===== src/rtl/nn_result_reader.sv =====
// nn_result_reader: drains NUM_CLASSES signed scores from the score memory, streams them out and reports the argmax.
// Ports: CLOCK/RESET (sync, active-high); start pulse in, busy out; RA1/RD1 async memory read port;
// m_valid/m_ready/m_data/m_index/m_last score stream; done pulse; class_valid/class_idx/class_score result.
// Optional macro NN_RESULT_CLEAR_EN adds WA2/WD2/WE2 to zero each score as it is handed off.
module nn_result_reader #(
  parameter int ADDR_W = 4,
  parameter int DATA_W = 32,
  parameter int NUM_CLASSES = 10
) (
  input  logic              CLOCK,
  input  logic              RESET,
  input  logic              start,
  output logic              busy,
  output logic [ADDR_W-1:0] RA1,
  input  logic [DATA_W-1:0] RD1,
  output logic              m_valid,
  input  logic              m_ready,
  output logic [DATA_W-1:0] m_data,
  output logic [ADDR_W-1:0] m_index,
  output logic              m_last,
  output logic              done,
  output logic              class_valid,
  output logic [ADDR_W-1:0] class_idx,
  output logic [DATA_W-1:0] class_score
`ifdef NN_RESULT_CLEAR_EN
  ,
  output logic [ADDR_W-1:0] WA2,
  output logic [DATA_W-1:0] WD2,
  output logic              WE2
`endif
);
  localparam logic [1:0] IDLE = 2'd0;
  localparam logic [1:0] LOAD = 2'd1;
  localparam logic [1:0] SEND = 2'd2;
  localparam logic [1:0] FIN  = 2'd3;
  localparam logic [ADDR_W-1:0] LAST = ADDR_W'(NUM_CLASSES - 1);
  logic [1:0] state;
  logic [ADDR_W-1:0] idx, best_i;
  logic [DATA_W-1:0] best;
  assign RA1 = idx;
  assign m_valid = state == SEND;
  assign done = state == FIN;
`ifdef NN_RESULT_CLEAR_EN
  assign WE2 = m_valid && m_ready;
  assign WA2 = idx;
  assign WD2 = '0;
`endif
  always_ff @(posedge CLOCK) begin
    if (RESET) begin
      state <= IDLE;
      idx <= '0;
      busy <= 1'b0;
      m_data <= '0;
      m_index <= '0;
      m_last <= 1'b0;
      class_valid <= 1'b0;
      class_idx <= '0;
      class_score <= '0;
      best <= '0;
      best_i <= '0;
    end else begin
      case (state)
        IDLE: if (start) begin
          idx <= '0;
          busy <= 1'b1;
          class_valid <= 1'b0;
          state <= LOAD;
        end
        LOAD: begin
          m_data <= RD1;
          m_index <= idx;
          m_last <= idx == LAST;
          // index 0 seeds the running max so all-negative inputs still resolve
          if (idx == '0 || $signed(RD1) > $signed(best)) begin
            best <= RD1;
            best_i <= idx;
          end
          state <= SEND;
        end
        SEND: if (m_ready) begin
          if (m_last) state <= FIN;
          else begin
            idx <= idx + 1'b1;
            state <= LOAD;
          end
        end
        default: begin
          class_valid <= 1'b1;
          class_idx <= best_i;
          class_score <= best;
          busy <= 1'b0;
          state <= IDLE;
        end
      endcase
    end
  end
endmodule

===== config.mk =====
export PLATFORM = sky130hd
export DESIGN_NAME = nn_result_reader
export DESIGN_NICKNAME = d
export VERILOG_FILES = /design/src/rtl/nn_result_reader.sv
export SDC_FILE = /design/constraint.sdc
export NUM_CORES = 1
export LEC_CHECK = 0
export ABC_AREA = 1
export CORE_MARGIN = 2
export CORE_UTILIZATION = 30
export CTS_BUF_LIST = sky130_fd_sc_hd__clkbuf_4
export DETAILED_ROUTE_END_ITERATION = 16
export PLACE_DENSITY = 0.59
export SYNTH_ARGS = -nofsm -noshare
export SYNTH_HDL_FRONTEND = slang
export SYNTH_SLANG_ARGS = --single-unit

===== constraint.sdc =====
create_clock -name CLOCK -period 2 [get_ports CLOCK]
set_input_delay 0.4 -clock CLOCK [delete_from_list [all_inputs] [get_ports CLOCK]]
set_output_delay 0.4 -clock CLOCK [all_outputs]
set_load 0.05 [all_outputs]

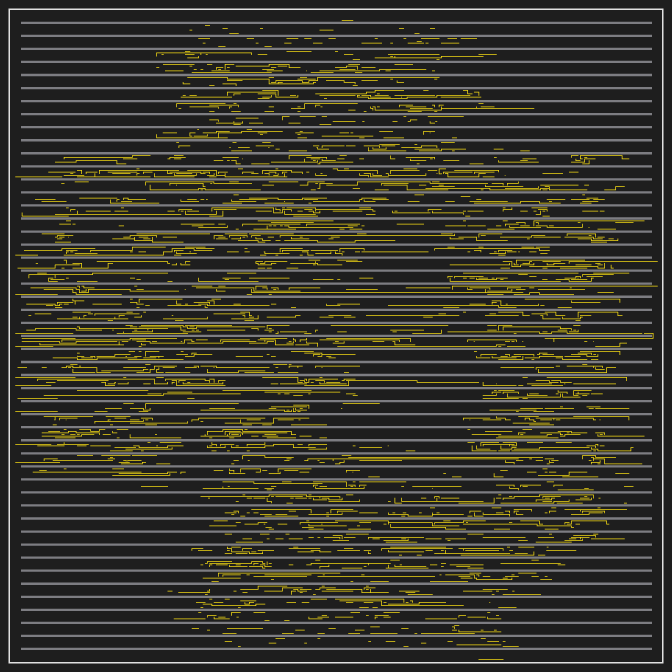
Figure 1: run 1, signal wires on met1.
Supply wires on this layer in grey.
main direction = horizontal
share of all routed wire = 46%
total number of vias: 5042
routed wire length: 15.2 mm

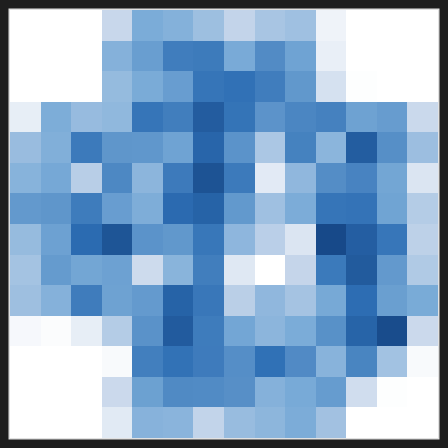
Figure 2: run 1, local utilization.
14 x 14 tiles, from white (low) to dark blue (high), 0 to 100% covered.
fullest tile = 90%
tiles over 75% full = 8.2%
mean over tiles = 43%
emptiest ninth of the die = south-west
nearly empty tiles = 17%

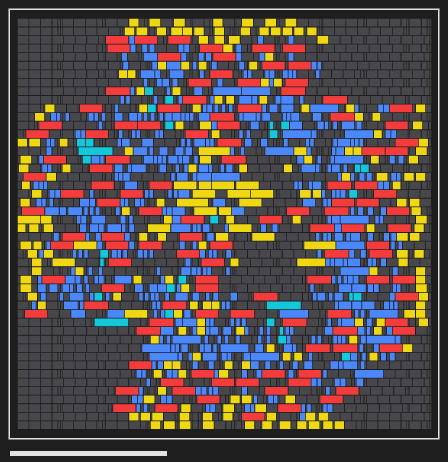
Figure 3: run 1, placement by cell class.
Scale bar: 50 um. Fill, decap, tap and diode cells in grey.
yellow -> other buffers and delay cells  # cells 207, share of their area 26%
blue -> all other logic  # cells 531, share of their area 41%
cyan -> clock drivers and dummy loads  # cells 29, share of their area 3.4%
red -> flip-flops  # cells 117, share of their area 30%
sequential share of cell area: 29.2%
post-layout util: 47.4%
Floorplan Core Area: 17200 sq um
count of standard-cell rows: 48
area of all placed cells without fillers: 8140 sq um

-- run 1: layout make-up --
cell class | instances | area, sq um
Antenna cell | 1 | 2.50
Clock buffer | 21 | 158
Clock inverter | 8 | 110
Fill cell | 1740 | 9040
Inverter | 62 | 240
Multi-Input combinational cell | 469 | 2970
Sequential cell | 117 | 2370
Tap cell | 225 | 282
Timing Repair Buffer | 207 | 2010
-- run 1: where the power goes --
| group | switching, uW | internal [uW] |
|---|---|---|
| registers | 253 | 2810 |
| logic | 2750 | 1990 |
| clock network | 857 | 885 |
| total | 3860 | 5690 |
-- run 1: logic make-up (layout without fill, tap and decap cells) --
kind of cell,count (synthesis),in the layout
buffers and inverters,100,298
other,0,1
xor gates and xnor gates,1,1
DFF,117,117
AOI/OAI and AO/OA,142,142
adders and majority gates,40,40
and+or+nand+nor,286,286
-- run 1: Yosys cell counts, drive strengths merged --
| library cell | number | area, sq um |
|---|---|---|
| nor2 | 152 | 573 |
| dfxtp | 117 | 2340 |
| nand2 | 89 | 349 |
| o21ai | 71 | 355 |
| inv | 62 | 235 |
| a21oi | 60 | 300 |
| ha | 40 | 500 |
| clkbuf | 28 | 105 |
| nand3b | 28 | 210 |
| nand3 | 13 | 70.1 |
| buf | 10 | 67.6 |
| a211oi | 6 | 45.0 |
| nand4 | 4 | 25.0 |
| o21a | 2 | 15.0 |
| a21o | 1 | 7.51 |
| o21bai | 1 | 7.51 |
| o22ai | 1 | 6.26 |
| xor2 | 1 | 8.76 |
-- run 1: how the worst max path moves through the flow --
stage | start | endpoint | slack (ns) | cells after the start
finish | RD1[14] | best[8] | -0.20 | 16
global route | best[3] | best[8] | -0.32 | 21
CTS | best[19] | best[13] | -0.16 | 18
detailed placement | RD1[15] | best[20] | -0.71 | 16
global placement | RD1[11] | best[9] | -0.69 | 16
floorplan | RD1[31] | best[7] | 0.06 | 13
-- run 1: stage by stage --
step / instances / utilization, % / TNS, ns / power [uW] / area, sq um
3_3_place_gp: 1056 / 41.3 / -24.19 / 6910 / 7090
5_1_grt: 1110 / 47.4 / -8.95 / 10200 / 8140
3_5_place_dp: 1056 / 41.3 / -24.54 / 6950 / 7090
4_1_cts: 1103 / 46.4 / -4.42 / 9440 / 7960
2_1_floorplan: 686 / - / 0 / 5460 / 5220
6_report: 1110 / 47.4 / -4.64 / 9550 / 8140
-- run 1: per-layer routing --
metal | track usage, % | up-vias
met5 | 0 | -
li1 | - | 2609
met3 | 4.88 | 17
met4 | 4.92 | 0
met2 | 28.0 | 101
met1 | 21.6 | 2315
-- run 1: critical path, delay by kind of cell --
kind          cells  cell delay, ns
simple gates     10            0.90
buf+inv           5            1.05
fa+ha+maj         1            0.30
-- run 1: registers in the layout, indices dropped and copies added, names as in the netlist --
name         count
m_index          4
class_score     32
RA1              4
m_data          32
m_last           1
state            2
best            32
class_idx        4
best_i           4
busy             1
class_valid      1
-- run 1: what timing repair did --
action | CTS | global route
setup buffers | 14 | 7
cloned | 5 | 1
pin swaps | 34 | 25
gates resized | 182 | 37
hold buffers | 0 | 0
endpoints found under the setup margin | 104 | 41
==> impl_results.rst, run 1 <==
Implementation results
======================

.. list-table::
   :header-rows: 1

   * - Metric
     - Value
   * - Static leakage power
     - 0.00375 uW
   * - Pins over their slew limit
     - 0
   * - Maximum fanout encountered on the critical timing path
     - 5
   * - Starting density of the core
     - 30.4%
   * - Arrival time reported for the critical path endpoint
     - 2.66 ns
   * - Estimated wirelength of the detail-placed design
     - 9.74 mm
   * - DRC errors left
     - 0
   * - Final worst slack
     - -0.200 ns
   * - TritonCTS sink count
     - 117
   * - Yosys warning count
     - 0
   * - IO Port Bufs
     - 116
   * - Worst vdd rail ir drop
     - 627 uV
   * - Last weighted congestion value of the routability-driven placer
     - 0.757
   * - Die extent in x
     - 136 um
   * - Top cell excl fill/tap
     - sky130_fd_sc_hd__nor2_1
   * - Post-Route Hold Slack
     - 0.351 ns
   * - Syn Inst Count
     - 686
   * - Kind of critical path
     - in2reg
   * - Total CTS buffers
     - 17
   * - AND/OR/NAND/NOR Cells, Area Fraction
     - 23.5%
   * - Buffer depth of the longest clock path
     - 2
   * - Hold depth
     - 3
   * - Combinational family with the most area after synthesis
     - simple AND/OR/NAND/NOR gates
   * - Endpoint of the lowest-slack register-to-register path
     - best[8]
   * - Minimum clock period
     - 2.20 ns
   * - PwrDens
     - 1170 nW/um^2
   * - Clock Pin Slew Worst Setup and Hold Paths
     - 0.10 ns
   * - Path type of the worst min-delay path
     - in2reg
   * - Flops out of synthesis
     - 117
   * - Post-synthesis cell type count
     - 25
   * - Beginning of the worst hold path
     - RD1[9]
   * - Met2 wire length
     - 7.22 mm
   * - Xor/xnor cell area share of the yosys netlist
     - 0.168%
   * - Number of cells in Yosys stat
     - 686
   * - OpenROAD warning count
     - 34
   * - Post-synthesis compound-gate area fraction
     - 14.1%
   * - Result of the run
     - complete, but fails checks
   * - Vias in the first global route
     - 4897
   * - Category of the worst setup path capture point
     - flop
   * - Chip area estimate from yosys synthesis
     - 5220 sq um
   * - Critical path, cell by cell
     - clkdlybuf4s50_1 > ha_4 > nand2_2 > nor2_4 > nand2_4 > buf_4 > nor2_2 > nand2_1 > nand3_2 > nand2_4 > buf_12 > buf_12 > clkbuf_16 > nand3b_1 > nand2_1 > nor2_1
   * - Unrepaired setup endpoints after global routing
     - yes
   * - Number of nets produced by synthesis
     - 762
   * - Critical path's largest stage delay
     - 0.49 ns
   * - Area grow syn2layout
     - 55.8%
   * - Type of origin of the critical path
     - input port
   * - Topmost layer with routed signal wires
     - met4
   * - # H-tree levels
     - 4
   * - Fraction of the yosys area taken by sequential cells
     - 44.8%
   * - Post-DR wirelength/cell
     - 13.7 um
   * - Violations in the final reports
     - negative setup slack
   * - Max-cap violations
     - 0
   * - CTS tree
     - yes
   * - Cell area after synthesis
     - 5220 sq um
   * - Peak clock frequency supported by timing
     - 0.455 GHz
   * - Fin nets
     - 950
   * - Overall overflow remaining after global route
     - 0
   * - Post-synth mux share
     - 0%
   * - Detailed-router iteration count before antenna repair
     - 4
   * - Vias per Instance
     - 4.54
   * - Most frequent cells in the layout
     - 129 x sky130_fd_sc_hd__nor2_1, 91 x sky130_fd_sc_hd__dfxtp_1, 81 x sky130_fd_sc_hd__buf_4
   * - Late-Pin Clk Latency
     - 0.53 ns
   * - Data required time of the critical path
     - 2.47 ns
   * - Routed met3 length
     - 782 um
   * - Total routed wire length on the met1 layer
     - 7.00 mm
   * - Clock root buffer
     - sky130_fd_sc_hd__clkbuf_4
   * - Cell at the slowest stage of the critical path
     - sky130_fd_sc_hd__clkdlybuf4s50_1
   * - Fraction of layout cells with a size suffix above 1
     - 28.5%
   * - Launch point of the worst reg-to-reg path
     - best[15]
   * - Die Y
     - 136 um
   * - DP Worst Slack
     - -0.709 ns
   * - Wire length of the first global-routing pass
     - 24.4 mm
   * - Worst clock skew on the final layout
     - 0.0172 ns
   * - Slew Limit Headroom
     - 66.1%
   * - DRC marker count from the first detailed-route iteration
     - 244
   * - Number of failing setup endpoints in the final timing report
     - 36
   * - Worst Hold End
     - m_data[9]
   * - I/O pin count
     - 117
   * - Fin. Hold Viols
     - 0
   * - Slew of the pin with the lowest slew margin
     - 0.511 ns
   * - Reg2Reg Setup Slack
     - -0.18 ns
   * - Largest net degree at the start of global routing
     - 70
   * - Initial antenna violation count
     - 1
   * - R2r worst-path depth
     - 16
   * - Mean instance size in the synthesized netlist
     - 7.61 sq um
   * - Full die area
     - 18500 sq um
   * - Post-route antenna net violation count
     - 0
   * - Adder and majority gate portion of the synthesized area
     - 9.58%
   * - Overall global routing resource usage
     - 17.0%
   * - Cycle use final
     - 110%
==> run 2: changes to the inputs <==
CAP_MARGIN = 20   (was not set)
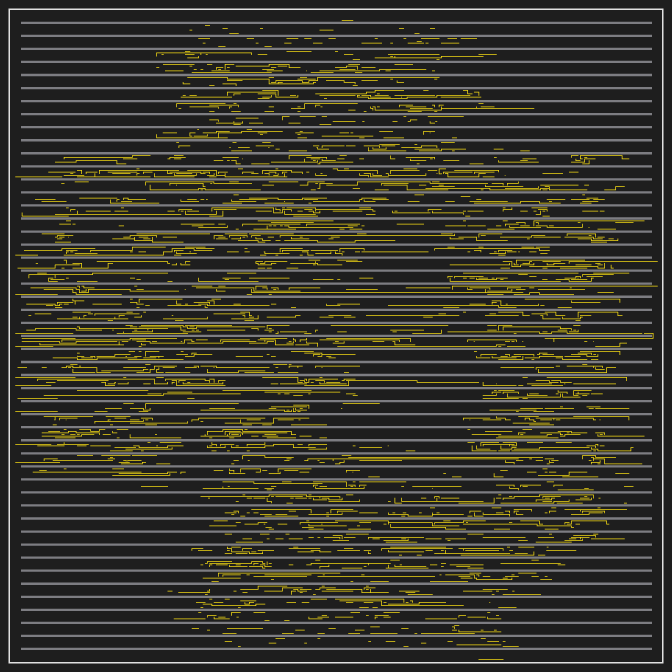
Figure 4: run 2, signal wires on met1.
Supply wires on this layer in grey.
wire length on this layer = 7000 um
share of all routed wire = 46%
longest straight run = 56.6 um

==> impl_results.rst, run 2 <==
Implementation results
======================

.. list-table::
   :header-rows: 1

   * - Metric
     - Value
   * - Flops out of synthesis
     - 117 (unchanged)
   * - Launch point of the worst reg-to-reg path
     - best[15]
   * - Crit path launch
     - RD1[14]
   * - Critical path, cell by cell
     - clkdlybuf4s50_1 > ha_4 > nand2_2 > nor2_4 > nand2_4 > buf_4 > nor2_2 > nand2_1 > nand3_2 > nand2_4 > buf_12 > buf_12 > clkbuf_16 > nand3b_1 > nand2_1 > nor2_1
   * - Post-route antenna net violation count
     - 0 (unchanged)
   * - Area used by sequential logic in the layout
     - 2370 sq um (unchanged)
   * - Detailed-router iteration count before antenna repair
     - 4 (unchanged)
   * - Initial antenna violation count
     - 1 (unchanged)
   * - Number of flops mapped to enable cells by yosys
     - 0 (unchanged)
   * - Violations in the final reports
     - negative setup slack
   * - Buffer depth of the longest clock path
     - 2 (unchanged)
   * - Total CTS buffers
     - 17 (unchanged)
   * - Area grow syn2layout
     - 55.8% (unchanged)
   * - Placed insts
     - 1056 (unchanged)
   * - Data required time of the critical path
     - 2.47 ns (about the same)
   * - Syn Inst Count
     - 686 (unchanged)
   * - Area of all placed cells without fillers
     - 8140 sq um (unchanged)
   * - Static leakage power
     - 0.00375 uW (unchanged)
   * - OpenROAD warning count
     - 34 (unchanged)
   * - TritonCTS sink count
     - 117 (unchanged)
   * - Routed wire length
     - 15.2 mm (unchanged)
   * - Number of failing setup endpoints in the final timing report
     - 36 (unchanged)
   * - CTS tree
     - yes
   * - Starting density of the core
     - 30.4% (unchanged)
   * - Overall power after layout
     - 9550 uW (unchanged)
   * - Last weighted congestion value of the routability-driven placer
     - 0.757 (unchanged)
   * - Total number of vias
     - 5042 (unchanged)
   * - Largest net degree at the start of global routing
     - 70 (unchanged)
   * - Yosys warning count
     - 0 (unchanged)
   * - Floorplan Core Area
     - 17200 sq um (unchanged)
   * - Non-filler cells in the finished layout
     - 1110 (unchanged)
   * - Final worst slack
     - -0.200 ns (unchanged)
   * - Overall global routing resource usage
     - 17.0% (unchanged)
   * - Late-Pin Clk Latency
     - 0.53 ns (about the same)
   * - Leading post-synthesis cells by instance count
     - 151 x sky130_fd_sc_hd__nor2_1, 117 x sky130_fd_sc_hd__dfxtp_1, 87 x sky130_fd_sc_hd__nand2_1
   * - Placement Cell Area
     - 7090 sq um (unchanged)
   * - Fraction of layout cells with a size suffix above 1
     - 28.5% (unchanged)
   * - Post-DR wirelength/cell
     - 13.7 um (unchanged)
   * - Critical path's top delay family
     - buffers and inverters
   * - Estimated wirelength of the detail-placed design
     - 9.74 mm (unchanged)
   * - Beginning of the worst hold path
     - RD1[9]
   * - Category of the worst setup path capture point
     - flop
   * - Die extent in x
     - 136 um (unchanged)
   * - Slew Limit Headroom
     - 66.1% (unchanged)
   * - Fin nets
     - 950 (unchanged)
   * - Slew of the pin with the lowest slew margin
     - 0.511 ns (unchanged)
   * - Result of the run
     - complete, but fails checks
   * - Path type of the worst min-delay path
     - in2reg
   * - Count of standard-cell rows
     - 48 (unchanged)
   * - Unrepaired setup endpoints after global routing
     - yes
   * - Wire length of the first global-routing pass
     - 24.4 mm (unchanged)
   * - Worst vdd rail ir drop
     - 627 uV (unchanged)
   * - Cell area after synthesis
     - 5220 sq um (unchanged)
   * - Number of nets produced by synthesis
     - 762 (unchanged)
   * - Fraction of the yosys area taken by sequential cells
     - 44.8% (unchanged)
   * - Most area-hungry cell type in the Yosys netlist
     - sky130_fd_sc_hd__dfxtp_1
   * - Kind of critical path
     - in2reg
   * - Number of cells in Yosys stat
     - 686 (unchanged)
   * - Prevailing post-synth register cell
     - sky130_fd_sc_hd__dfxtp_1
   * - Overall overflow remaining after global route
     - 0 (unchanged)
   * - Fraction of synthesis flops using an asynchronous set or reset pin
     - 0% (unchanged)
   * - IO Port Bufs
     - 116 (unchanged)
   * - Buf/Inv on CP
     - 5 (unchanged)
   * - Cycle use final
     - 110% (unchanged)
   * - Vias in the first global route
     - 4897 (unchanged)
-- run 2: cell counts after synthesis --
Identical to the previous run, type by type.
-- run 2: power by group --
part | switching (uW) | leakage (uW) | internal (uW)
Combinational | 2750 | 0.00263 | 1990
Clock | 857 | 0.000149 | 885
Sequential | 253 | 0.000967 | 2810
Total | 3860 | 0.00375 | 5690
-- run 2: logic make-up after synthesis --
group | after synthesis | share of synthesized area [%]
and+or+nand+nor | 286 | 23.5
AOI/OAI and AO/OA | 142 | 14.1
DFF | 117 | 44.8
buffers and inverters | 100 | 7.81
adders and majority gates | 40 | 9.58
xor gates and xnor gates | 1 | 0.168
-- run 2: timing repair --
| item | in CTS | in global routing |
|---|---|---|
| resized | 182 | 37 |
| pin swaps | 34 | 25 |
| setup endpoints to repair | 104 | 41 |
| setup buffers | 14 | 7 |
| cloned | 5 | 1 |
| hold buffers | 0 | 0 |
-- run 2: through the flow --
| step | setup TNS, ns | setup WS [ns] | hold slack, ns | utilization [%] |
|---|---|---|---|---|
| floorplan | 0 | 0.0603 | 0.434 | - |
| global placement | -24.19 | -0.694 | 0.450 | 41.3 |
| detailed placement | -24.54 | -0.709 | 0.454 | 41.3 |
| CTS | -4.42 | -0.163 | 0.305 | 46.4 |
| global route | -8.95 | -0.318 | 0.321 | 47.4 |
| finish | -4.64 | -0.200 | 0.351 | 47.4 |
-- run 2: worst max-delay path by stage --
stage / endpoint / depth (start not counted) / slack, ns
3_3_place_gp: best[9] / 16 / -0.69
6_report: best[8] / 16 / -0.20
5_1_grt: best[8] / 21 / -0.32
3_5_place_dp: best[20] / 16 / -0.71
2_1_floorplan: best[7] / 13 / 0.06
4_1_cts: best[13] / 18 / -0.16
-- run 2: cell type report --
type,count,share of cell area [%]
Inverter,62,2.95
Clock buffer,21,1.94
Sequential cell,117,29.2
Multi-Input combinational cell,469,36.4
Clock inverter,8,1.35
Tap cell,225,3.46
Timing Repair Buffer,207,24.6
Antenna cell,1,0.0308
-- run 2: worst min-delay path, stage by stage --
cell and delay [ns]:
sky130_fd_sc_hd__dlygate4sd2_1 0.29, sky130_fd_sc_hd__nor2_1 0.07, sky130_fd_sc_hd__nor2_1 0.09
-- run 2: layer usage --
layer  vias up  share of wire, %  track usage, %
li1       2609                 -               -
met1      2315                46            21.6
met2       101                48            28.0
met3        17               5.2            4.88
met4         0               1.1            4.92
met5         -                 0               0
==> run 3: changes to the inputs <==
CORE_MARGIN = 1.5   (was 2)
SLEW_MARGIN = 20   (was not set)
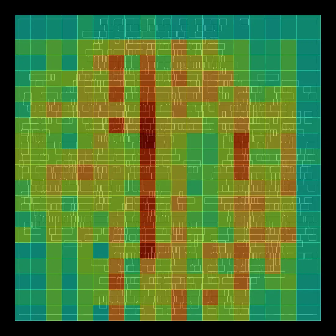
Figure 5: run 3, routing congestion.
GR peak layer: met2
overall global routing resource usage: 16.8%
post-DR wirelength/cell: 13.6 um

==> impl_results.rst, run 3 <==
Implementation results
======================

.. list-table::
   :header-rows: 1

   * - Metric
     - Value
   * - Full die area
     - 18200 sq um
   * - Fin nets
     - 937 (-1.4%)
   * - Data required time of the critical path
     - 2.46 ns (about the same)
   * - Mean instance size in the synthesized netlist
     - 7.61 sq um
   * - Fraction of area in multi-input gates
     - 36.7% (+0.22 points)
   * - Dominant cell by count in the synthesized netlist
     - sky130_fd_sc_hd__nor2_1
   * - Endpoint of the lowest-slack register-to-register path
     - best[21]
   * - Routed wire length
     - 15.0 mm (-1.3%)
   * - Leading post-synthesis cells by instance count
     - 151 x sky130_fd_sc_hd__nor2_1, 117 x sky130_fd_sc_hd__dfxtp_1, 87 x sky130_fd_sc_hd__nand2_1
   * - Largest contributor to cell area by class
     - logic gates
   * - Prevailing post-synth register cell
     - sky130_fd_sc_hd__dfxtp_1
   * - Arrival time reported for the critical path endpoint
     - 2.61 ns
   * - Filler instances
     - 1774
   * - Worst vdd rail ir drop
     - 556 uV (-11%)
   * - Slew Limit Headroom
     - 65.9% (-0.15 points)
   * - Post-synth mux share
     - 0% (unchanged)
   * - Post-synthesis cell type count
     - 25
   * - Overall overflow remaining after global route
     - 0 (unchanged)
   * - Hold depth
     - 2
   * - Fraction of the yosys area taken by sequential cells
     - 44.8% (unchanged)
   * - Adder and majority gate portion of the synthesized area
     - 9.58% (unchanged)
   * - CTS tree
     - yes
   * - Pins over their slew limit
     - 0
   * - Last weighted congestion value of the routability-driven placer
     - 0.796 (+5.2%)
   * - Total number of vias
     - 4901 (-2.8%)
   * - Most repeated library cell on the critical path
     - sky130_fd_sc_hd__nand2_4
   * - Kind of critical path
     - reg2reg
   * - Unrepaired setup endpoints after global routing
     - yes
   * - Inverters, non-clock
     - 62 (unchanged)
   * - Cell area after synthesis
     - 5220 sq um (unchanged)
   * - Post-Route Hold Slack
     - 0.466 ns (+0.116 ns)
   * - Clock tree buffer count of the final layout
     - 17 (-19%)
   * - Beginning of the worst hold path
     - best[18]
   * - PwrDens
     - 1190 nW/um^2
   * - AND/OR/NAND/NOR Cells, Area Fraction
     - 23.5% (unchanged)
   * - Critical path, cell by cell
     - inv_2 > ha_4 > nand2_4 > nor2_4 > nand4_1 > nor2_2 > buf_4 > nand2_1 > nand3_2 > nand2_4 > nand2_4 > clkinv_8 > buf_12 > nor2_2 > nor2_1
   * - Number of nets produced by synthesis
     - 762 (unchanged)
   * - Fraction of layout cells with a size suffix above 1
     - 26.9% (-1.6 points)
   * - Hold bufs inserted after CTS
     - 0 (unchanged)
   * - Most frequent cells in the layout
     - 115 x sky130_fd_sc_hd__nor2_1, 92 x sky130_fd_sc_hd__dfxtp_1, 76 x sky130_fd_sc_hd__nand2_1
   * - Static leakage power
     - 0.00366 uW (-2.2%)
   * - Number of cells in Yosys stat
     - 686 (unchanged)
   * - Die extent in x
     - 135 um (-0.74%)
   * - Die Y
     - 135 um
   * - Xor/xnor cell area share of the yosys netlist
     - 0.168% (unchanged)
   * - Fin. Hold Viols
     - 0
   * - Max-cap violations
     - 0
   * - Sequential share of cell area
     - 29.6% (+0.44 points)
   * - Number of failing setup endpoints in the final timing report
     - 36 (unchanged)
   * - Floorplan Core Area
     - 17200 sq um (unchanged)
   * - Yosys warning count
     - 0 (unchanged)
   * - TAP cells
     - 225 (unchanged)
   * - Clock Pin Slew Worst Setup and Hold Paths
     - 0.11 ns
   * - Starting density of the core
     - 30.4% (unchanged)
   * - Critical path's largest stage delay
     - 0.36 ns
   * - Share of final layout cell area taken by non-clock buffers
     - 23.2% (-1.5 points)
   * - Worst Hold End
     - class_score[18]
   * - Estimated wirelength of the detail-placed design
     - 9.54 mm (-2.1%)
   * - Registers with the highest flip-flop counts
     - best x32, class_score x32, m_data x32
   * - Vias per Instance
     - 4.46
   * - Total CTS buffers
     - 17 (unchanged)
   * - Worst clock skew on the final layout
     - 0.0184 ns
   * - IO Port Bufs
     - 116 (unchanged)
   * - Area grow syn2layout
     - 53.4%
   * - Number of flops mapped to enable cells by yosys
     - 0 (unchanged)
   * - Count of standard-cell rows
     - 48 (unchanged)
   * - Path type of the worst min-delay path
     - reg2reg
   * - Cell at the slowest stage of the critical path
     - sky130_fd_sc_hd__dfxtp_2
   * - TritonCTS sink count
     - 117 (unchanged)
   * - DRC marker count from the first detailed-route iteration
     - 251
   * - Area used by sequential logic in the layout
     - 2370 sq um (about the same)
   * - Layout sequential cell count
     - 117 (unchanged)
   * - Type of origin of the critical path
     - flop
   * - Syn Inst Count
     - 686 (unchanged)
   * - Detailed-router iteration count before antenna repair
     - 4 (unchanged)
   * - Category of the worst setup path capture point
     - flop
   * - Buffers outside the clock class
     - 194 (-6.3%)
   * - Vias in the first global route
     - 4647 (-5.1%)
   * - Count of multi-input gates
     - 469 (unchanged)
   * - Reg2Reg Setup Slack
     - -0.16 ns
   * - Post-synth area hogs
     - sky130_fd_sc_hd__dfxtp_1 45%, sky130_fd_sc_hd__nor2_1 11%, sky130_fd_sc_hd__ha_1 9.6%
   * - Footprint of the multi-input gates
     - 2940 sq um
   * - Cycle use final
     - 108% (-2.1 points)
   * - Result of the run
     - complete, but fails checks
   * - Maximum fanout encountered on the critical timing path
     - 9
   * - Buf/Inv on CP
     - 4 (-1)
   * - Clock root buffer
     - sky130_fd_sc_hd__clkbuf_4
   * - DRC errors left
     - 0
   * - Proportion of cell area spent on the clock network
     - 3.92% (+0.63 points)
   * - Fraction of synthesis flops using an asynchronous set or reset pin
     - 0% (unchanged)
   * - OpenROAD warning count
     - 34 (unchanged)
   * - # H-tree levels
     - 4
   * - Clock power frac
     - 20.3% (+2.1 points)
   * - Critical path's top delay family
     - simple AND/OR/NAND/NOR gates
   * - Number of antenna cells inserted
     - 1 (unchanged)
   * - Initial antenna violation count
     - 1 (unchanged)
   * - Placed insts
     - 1049 (-0.66%)
   * - Sequential power share
     - 32.5% (+0.4 points)
   * - Part of the power in combinational logic
     - 47.2% (-2.5 points)
   * - Combinational family with the most area after synthesis
     - simple AND/OR/NAND/NOR gates
   * - Late-Pin Clk Latency
     - 0.56 ns (+0.03 ns)
   * - Top cell excl fill/tap
     - sky130_fd_sc_hd__nor2_1
   * - Most area-hungry cell type in the Yosys netlist
     - sky130_fd_sc_hd__dfxtp_1
   * - Wire length of the first global-routing pass
     - 23.7 mm (-3.1%)
   * - I/O pin count
     - 117
   * - Largest net degree at the start of global routing
     - 59 (-16%)
   * - Buffer depth of the longest clock path
     - 2 (unchanged)
   * - Switching power
     - 3930 uW (+2.0%)
   * - Chip area estimate from yosys synthesis
     - 5220 sq um
   * - Non-filler cells in the finished layout
     - 1100 (-0.90%)
   * - Launch point of the worst reg-to-reg path
     - best[21]
   * - Peak clock frequency supported by timing
     - 0.463 GHz
   * - R2r worst-path depth
     - 15
   * - Post-synthesis compound-gate area fraction
     - 14.1% (unchanged)
   * - Post-route antenna net violation count
     - 0 (unchanged)
   * - Slew of the pin with the lowest slew margin
     - 0.513 ns (+0.00225 ns)
   * - Switching power as a share of total power
     - 41.2% (+0.78 points)
   * - Violations in the final reports
     - negative setup slack
   * - Flops out of synthesis
     - 117 (unchanged)
   * - Minimum clock period
     - 2.16 ns
   * - Largest type area fraction
     - 44.8%
   * - Final worst slack
     - -0.158 ns (+0.0414 ns)
   * - Cell Int Power
     - 5620 uW (-1.3%)
[run 3: kinds of logic (layout without fill, tap and decap cells)]
| kind of cell | Yosys count | in the layout |
|---|---|---|
| AND-OR/OR-AND | 142 | 142 |
| XOR/XNOR | 1 | 1 |
| adder cells (fa/ha/maj) | 40 | 40 |
| buffers and inverters | 100 | 288 |
| flip-flops | 117 | 117 |
| other | 0 | 1 |
| AND/OR/NAND/NOR | 286 | 286 |
[run 3: power groups by stage]
stage	combinational (uW)	sequential [uW]	clock [uW]
floorplan	1580	3880	0
global placement	3760	3060	0
CTS	4370	3070	2000
finish	4510	3110	1940
global route	4910	3170	2100
detailed placement	3790	3070	0
[run 3: worst max-delay path by stage]
| stage | from | endpoint | cells past startpoint |
|---|---|---|---|
| 2_1_floorplan | RD1[31] | best[7] | 13 |
| 3_3_place_gp | RD1[15] | best[2] | 16 |
| 3_5_place_dp | RD1[11] | best[2] | 16 |
| 4_1_cts | best[23] | best[8] | 17 |
| 5_1_grt | best[21] | best[11] | 16 |
| 6_report | best[21] | best[21] | 15 |
[run 3: metrics by stage]
stage               setup slack [ns]  cell area, sq um  power, uW  utilization (%)  setup TNS (ns)
finish                        -0.158              8010       9550             46.6           -4.75
global route                  -0.306              8010      10200             46.6          -10.03
CTS                           -0.173              7870       9440             45.8           -3.05
detailed placement            -0.719              7030       6860             40.9          -25.04
global placement              -0.687              7030       6820             40.9          -24.38
floorplan                     0.0603              5220       5460                -               0
[run 3: worst reg2reg max path, cell delays in order (launching register included)]
cell and delay, ns:
sky130_fd_sc_hd__dfxtp_2 0.36, sky130_fd_sc_hd__inv_2 0.05, sky130_fd_sc_hd__ha_4 0.27, sky130_fd_sc_hd__nand2_4 0.05
sky130_fd_sc_hd__nor2_4 0.11, sky130_fd_sc_hd__nand4_1 0.18, sky130_fd_sc_hd__nor2_2 0.19, sky130_fd_sc_hd__buf_4 0.13
sky130_fd_sc_hd__nand2_1 0.05, sky130_fd_sc_hd__nand3_2 0.09, sky130_fd_sc_hd__nand2_4 0.08, sky130_fd_sc_hd__nand2_4 0.11
sky130_fd_sc_hd__clkinv_8 0.10, sky130_fd_sc_hd__buf_12 0.16, sky130_fd_sc_hd__nor2_2 0.09, sky130_fd_sc_hd__nor2_1 0.06
[run 3: what timing repair did]
| action | in CTS | in global routing |
|---|---|---|
| setup buffers | 10 | 7 |
| pin swaps | 22 | 16 |
| cloned | 5 | 2 |
| setup endpoints to repair | 105 | 40 |
| resized | 175 | 46 |
[run 3: metal layers]
| layer | track usage [%] | up-vias | wire (um) | part of all wire [%] |
|---|---|---|---|---|
| li1 | - | 2575 | - | - |
| met4 | 5.38 | 0 | 175 | 1.2 |
| met5 | 0 | - | 0 | 0 |
| met1 | 21.3 | 2214 | 6980 | 47 |
| met3 | 5.11 | 15 | 788 | 5.3 |
| met2 | 27.4 | 97 | 7040 | 47 |
Power figures rest on the tool's default switching activity, not on a simulated workload.
